**src/rtl/aes_stream_controller.sv**
```systemverilog
// rtl/aes_stream_controller.sv - command sequencer between the input FIFO, an external AES core and a valid/ready result stream
module aes_stream_controller #(
    parameter int BLK_W      = 128,
    parameter int KEY_W      = 128,
    parameter int IN_ADDR_W  = 9,
    parameter int SWAP_BYTES = 1
) (
    input  logic                 clk,
    input  logic                 reset,
    input  logic                 en,
    input  logic [31:0]          cmd,
    input  logic [IN_ADDR_W-1:0] blk_cnt,
    input  logic [BLK_W-1:0]     in_data,
    output logic                 in_r_e,
    output logic [IN_ADDR_W-1:0] in_addr,
    output logic                 core_start,
    output logic [1:0]           core_op,
    output logic [KEY_W-1:0]     core_key,
    output logic [BLK_W-1:0]     core_din,
    input  logic [BLK_W-1:0]     core_dout,
    input  logic                 core_done,
    output logic [BLK_W-1:0]     out_data,
    output logic                 out_valid,
    input  logic                 out_ready,
    output logic                 out_last,
    output logic                 busy,
    output logic                 done,
    output logic                 err
);

    localparam int                   KEY_BLKS   = KEY_W / BLK_W;
    localparam logic [IN_ADDR_W-1:0] KEY_BLKS_A = IN_ADDR_W'(KEY_BLKS);
    localparam logic [IN_ADDR_W-1:0] ONE_A      = IN_ADDR_W'(1);
    localparam logic [1:0]           OP_KEY     = 2'd0;
    localparam logic [1:0]           OP_ENC     = 2'd1;
    localparam logic [1:0]           OP_DEC     = 2'd2;
    localparam logic [1:0]           OP_IV      = 2'd3;

    typedef enum logic [2:0] {
        S_IDLE, S_READ, S_LATCH, S_START, S_WAIT, S_OUT, S_FINISH
    } state_t;

    state_t                 r_state, w_next;
    logic [1:0]             r_op;
    logic                   r_cbc;
    logic                   r_rej;
    logic [IN_ADDR_W-1:0]   r_cnt;
    logic [IN_ADDR_W-1:0]   r_idx;
    logic [BLK_W-1:0]       r_iv;
    logic [BLK_W-1:0]       r_next_iv;
    logic [BLK_W-1:0]       r_din;
    logic [BLK_W-1:0]       r_out_data;
    logic [KEY_W-1:0]       r_key;
    logic                   r_key_valid;
    logic                   w_rej;
    logic                   w_last;
    logic [BLK_W-1:0]       w_blk;
    logic                   w_unused_cmd;

    // Byte-reverse every 32-bit word; identity when swapping is disabled.
    function automatic logic [BLK_W-1:0] f_swap(input logic [BLK_W-1:0] d);
        logic [BLK_W-1:0] s;
        s = d;
        if (SWAP_BYTES != 0) begin
            for (int w = 0; w < BLK_W / 32; w++)
                s[w*32 +: 32] = {d[w*32 +: 8], d[w*32+8 +: 8], d[w*32+16 +: 8], d[w*32+24 +: 8]};
        end
        return s;
    endfunction

    assign w_unused_cmd = ^cmd[31:3];
    assign w_blk        = f_swap(in_data);
    assign w_last       = (r_idx == r_cnt - ONE_A);

    always_comb begin
        w_rej = 1'b0;
        case (cmd[1:0])
            OP_KEY:  w_rej = (blk_cnt != KEY_BLKS_A);
            OP_IV:   w_rej = (blk_cnt != ONE_A);
            default: w_rej = !r_key_valid;
        endcase
    end

    always_comb begin
        w_next = r_state;
        case (r_state)
            S_IDLE:   if (en) w_next = (w_rej || blk_cnt == '0) ? S_FINISH : S_READ;
            S_READ:   w_next = S_LATCH;
            S_LATCH: begin
                if (r_op == OP_IV)                  w_next = S_FINISH;
                else if (r_op == OP_KEY && !w_last) w_next = S_READ;
                else                                w_next = S_START;
            end
            S_START:  w_next = S_WAIT;
            S_WAIT:   if (core_done) w_next = (r_op == OP_KEY) ? S_FINISH : S_OUT;
            S_OUT:    if (out_ready) w_next = w_last ? S_FINISH : S_READ;
            S_FINISH: w_next = S_IDLE;
            default:  w_next = S_IDLE;
        endcase
    end

    always_ff @(posedge clk) begin
        if (reset) begin
            r_state     <= S_IDLE;
            r_op        <= OP_KEY;
            r_cbc       <= 1'b0;
            r_rej       <= 1'b0;
            r_cnt       <= '0;
            r_idx       <= '0;
            r_iv        <= '0;
            r_next_iv   <= '0;
            r_din       <= '0;
            r_out_data  <= '0;
            r_key       <= '0;
            r_key_valid <= 1'b0;
        end else begin
            r_state <= w_next;
            case (r_state)
                S_IDLE: if (en) begin
                    r_op  <= cmd[1:0];
                    r_cbc <= cmd[2];
                    r_cnt <= blk_cnt;
                    r_idx <= '0;
                    r_rej <= w_rej;
                    if (!w_rej && cmd[1:0] == OP_KEY) r_key_valid <= 1'b0;
                end
                S_LATCH: begin
                    case (r_op)
                        OP_KEY: begin
                            // Block 0 carries the most significant key half.
                            for (int i = 0; i < KEY_BLKS; i++)
                                if (r_idx == IN_ADDR_W'(i))
                                    r_key[(KEY_BLKS-1-i)*BLK_W +: BLK_W] <= w_blk;
                            if (!w_last) r_idx <= r_idx + ONE_A;
                        end
                        OP_IV:  r_iv <= w_blk;
                        OP_ENC: r_din <= r_cbc ? (w_blk ^ r_iv) : w_blk;
                        default: begin
                            r_din     <= w_blk;
                            r_next_iv <= w_blk;
                        end
                    endcase
                end
                S_WAIT: if (core_done) begin
                    if (r_op == OP_KEY) begin
                        r_key_valid <= 1'b1;
                    end else if (r_op == OP_ENC) begin
                        r_out_data <= f_swap(core_dout);
                        if (r_cbc) r_iv <= core_dout;
                    end else begin
                        r_out_data <= f_swap(r_cbc ? (core_dout ^ r_iv) : core_dout);
                        if (r_cbc) r_iv <= r_next_iv;
                    end
                end
                S_OUT: if (out_ready && !w_last) r_idx <= r_idx + ONE_A;
                default: ;
            endcase
        end
    end

    assign in_r_e     = (r_state == S_READ);
    assign in_addr    = r_idx;
    assign core_start = (r_state == S_START);
    assign core_op    = (r_op == OP_IV) ? OP_KEY : r_op;
    assign core_key   = r_key;
    assign core_din   = r_din;
    assign out_data   = r_out_data;
    assign out_valid  = (r_state == S_OUT);
    assign out_last   = (r_state == S_OUT) && w_last;
    assign busy       = (r_state != S_IDLE);
    assign done       = (r_state == S_FINISH);
    assign err        = (r_state == S_FINISH) && r_rej;

endmodule

```
**config.mk**
```make
export PLATFORM = sky130hd
export DESIGN_NAME = aes_stream_controller
export DESIGN_NICKNAME = d
export VERILOG_FILES = /design/src/rtl/aes_stream_controller.sv
export SDC_FILE = /design/constraint.sdc
export NUM_CORES = 2
export LEC_CHECK = 0
export CORE_AREA = 2 2 273 275
export CTS_CLUSTER_DIAMETER = 150
export DETAILED_ROUTE_END_ITERATION = 10
export DIE_AREA = 0 0 275 277
export PLACE_DENSITY = 0.7
export RECOVER_POWER = 50
export SLEW_MARGIN = 40
export SYNTH_ARGS = -nofsm -noshare
export SYNTH_HDL_FRONTEND = slang
export SYNTH_SLANG_ARGS = --single-unit
```
**constraint.sdc**
```tcl
create_clock -name clk -period 4.3 [get_ports clk]
set_input_delay 0.43 -clock clk [delete_from_list [all_inputs] [get_ports clk]]
set_output_delay 0.43 -clock clk [all_outputs]
set_load 0.02 [all_outputs]
```
### Signal wires by layer

(1.5 px per um) Two of the layers only.
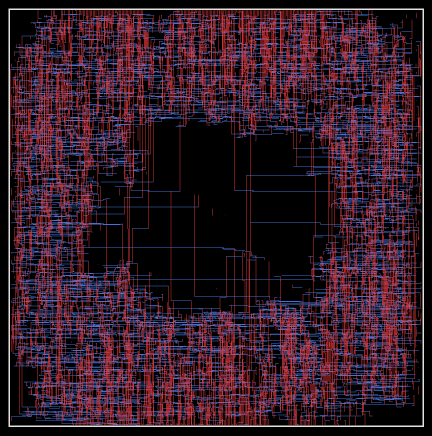
color	layer	wire length
blue	met1	40.0 mm
red	met2	48.3 mm

### Cell density map

(1.5 px per um) The die is cut into 28 by 28 equal tiles; black is low, pale yellow is high, 0 to 100% covered.
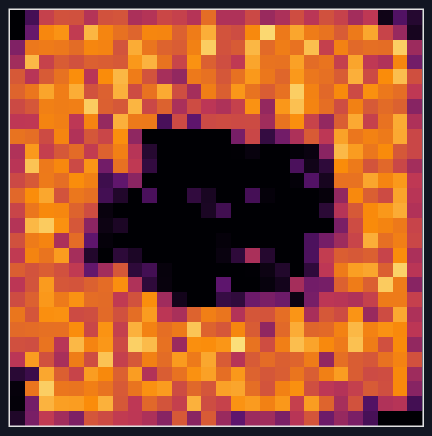
mean over tiles	50%
nearly empty tiles	15%
fullest tile	93%
emptiest ninth of the die	center
tiles over 75% full	16%

### Met3 routing

(1.5 px per um)
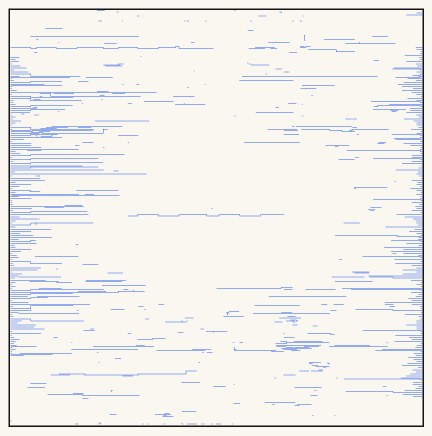
main direction	horizontal
longest straight run	97.3 um
nets with wire on the layer	467
wire length on this layer	7,660 um

### Placed standard cells

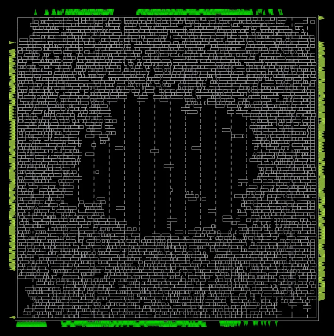
filler instances: 6,929
num tapcells: 969
Final Util: 53.0%
Cell Rows: 100
Seq Cell Count: 666

==> results_dict.tcl <==
# place-and-route summary
set metrics [dict create \
    status "finished with violations" \
    violations "capacitance limit, slew limit" \
    dr.pass1.iters 5 \
    cap_viol_max_count 2 \
    globalplace.congestion 0.875 \
    track_usage_pct 25.0 \
    yosys.stat.seqShare_pct 45.8 \
    period_used_pct 86.0 \
    postCtsSetupBuffers 0 \
    grt_setup_unrepaired "false" \
    power_w 0.0207 \
    cpMaxStageDelayCell "clkdlybuf4s50_1" \
    first_global_vias 25463 \
    hold_path.class "in2reg" \
    clock-sinks 666 \
    hpwlAfterDp_um 65400 \
    start_kind "register" \
    area.combinational_sq_um 14500 \
    numPortBuffers 674 \
    skew_ns 0.0236 \
    arrival_ns 3.27 \
    grt_start_max_net_pins 131 \
    syn_nets 3937 \
    fp_util_pct 39.6 \
    cts_tree "yes" \
    ys.warnings.count 0 \
    final-max-slew-violation-count 130 \
    syn_area_per_cell_sq_um 8.03 \
    ys.flop_type "dfxtp_1" \
    crit_buf_inv 2 \
    powerDensity_nw_per_um2 530 \
    cts.path.max_buffers 3 \
    synth-async-reset-ratio_pct 0 \
    avgRoutedWirePerCell_um 19.2 \
    drt-initial-drc-count 1974 \
    critPathTopFamily "simple AND/OR/NAND/NOR gates" \
    tool_warnings 63 \
    synth.top_cell.area_share_pct 45.8 \
    finalSetupViolations 0 \
    cts_resized 0 \
    top_cells_by_count "1,067 x nand2_1, 666 x dfxtp_1, 406 x a21oi_1" \
]
[per-stage QoR]
stage	instances	setup slack, ns	cell area, sq um
after global placement	5022	1.28	36500
after global routing	5166	0.467	39000
after floorplan	3626	1.82	29100
final	5166	0.602	39000
after detailed placement	5023	1.23	36600
after CTS	5157	0.556	39000
[layout make-up]
| type | instances | share of cell area [%] |
|---|---|---|
| Sequential cell | 666 | 34.2 |
| Multi-Input combinational cell | 2644 | 37.3 |
| Tap cell | 969 | 3.11 |
| Antenna cell | 8 | 0.0513 |
| Clock inverter | 19 | 0.449 |
| Timing Repair Buffer | 731 | 19.0 |
| Clock buffer | 115 | 5.79 |
| Inverter | 14 | 0.135 |
[per-layer routing]
| layer | vias up | part of all wire, % | GRT usage, % |
|---|---|---|---|
| li1 | 13269 | - | - |
| met1 | 12694 | 40 | 29.9 |
| met2 | 820 | 49 | 42.7 |
| met3 | 164 | 7.7 | 6.39 |
| met4 | 14 | 3.1 | 9.40 |
| met5 | - | 0.096 | 0 |
[state kept, by name, indices dropped and copies added, names as in the netlist, 2 cells and up]
register,count
core_din,128
core_key,128
in_addr,9
out_data,128
r_cnt,9
r_iv,128
r_next_iv,128
r_op,2
r_state,3
[power breakdown]
group | leakage [nW] | internal (W) | switching, W
clock network | 1.20 | 0.00370 | 0.00266
logic | 7.04 | 0.00235 | 0.00413
registers | 5.39 | 0.00717 | 0.000668
[worst paths after layout]
check                    start       endpoint  slack, ns  depth (start not counted)
setup / recovery      r_cnt[0]       out_last       0.60                          8
hold / removal           reset       r_cnt[0]       0.25                          2
setup reg to reg    r_state[1]  r_next_iv[64]       0.94                          6
hold reg to reg   core_key[12]   core_key[12]       0.45                          2
[cell families after synthesis]
kind of cell    synth area share, %
compound gates                 17.9
simple gates                   18.8
mux                            4.64
buf+inv                        4.45
flops                          45.8
fa+ha+maj                     0.387
xor+xnor                       8.03
[cell usage in the layout, fill, tap and decap left out, types with 3 or more instances in the layout]
cell type / Yosys / layout
clkbuf_8: 0 / 19
mux2i_1: 135 / 135
dlygate4sd3_1: 0 / 391
nor2_1: 277 / 277
a31oi_1: 4 / 4
nand3_1: 11 / 11
clkinv_2: 0 / 10
diode_2: 0 / 8
buf_6: 1 / 3
dfxtp_1: 666 / 666
clkdlybuf4s50_1: 0 / 282
inv_1: 14 / 14
nand4_1: 3 / 3
buf_4: 1 / 31
a211oi_1: 256 / 256
ha_1: 9 / 8
o21ai_0: 7 / 7
nand2b_1: 6 / 6
nand2_1: 1067 / 1066
clkbuf_16: 0 / 77
xnor2_1: 3 / 3
buf_12: 0 / 18
a21oi_1: 406 / 406
nor3b_1: 4 / 4
clkbuf_1: 208 / 21
or3_1: 6 / 5
xor2_1: 262 / 262
o211ai_1: 129 / 129
nor3_1: 7 / 6
Power is estimated from default activity; no workload was simulated.
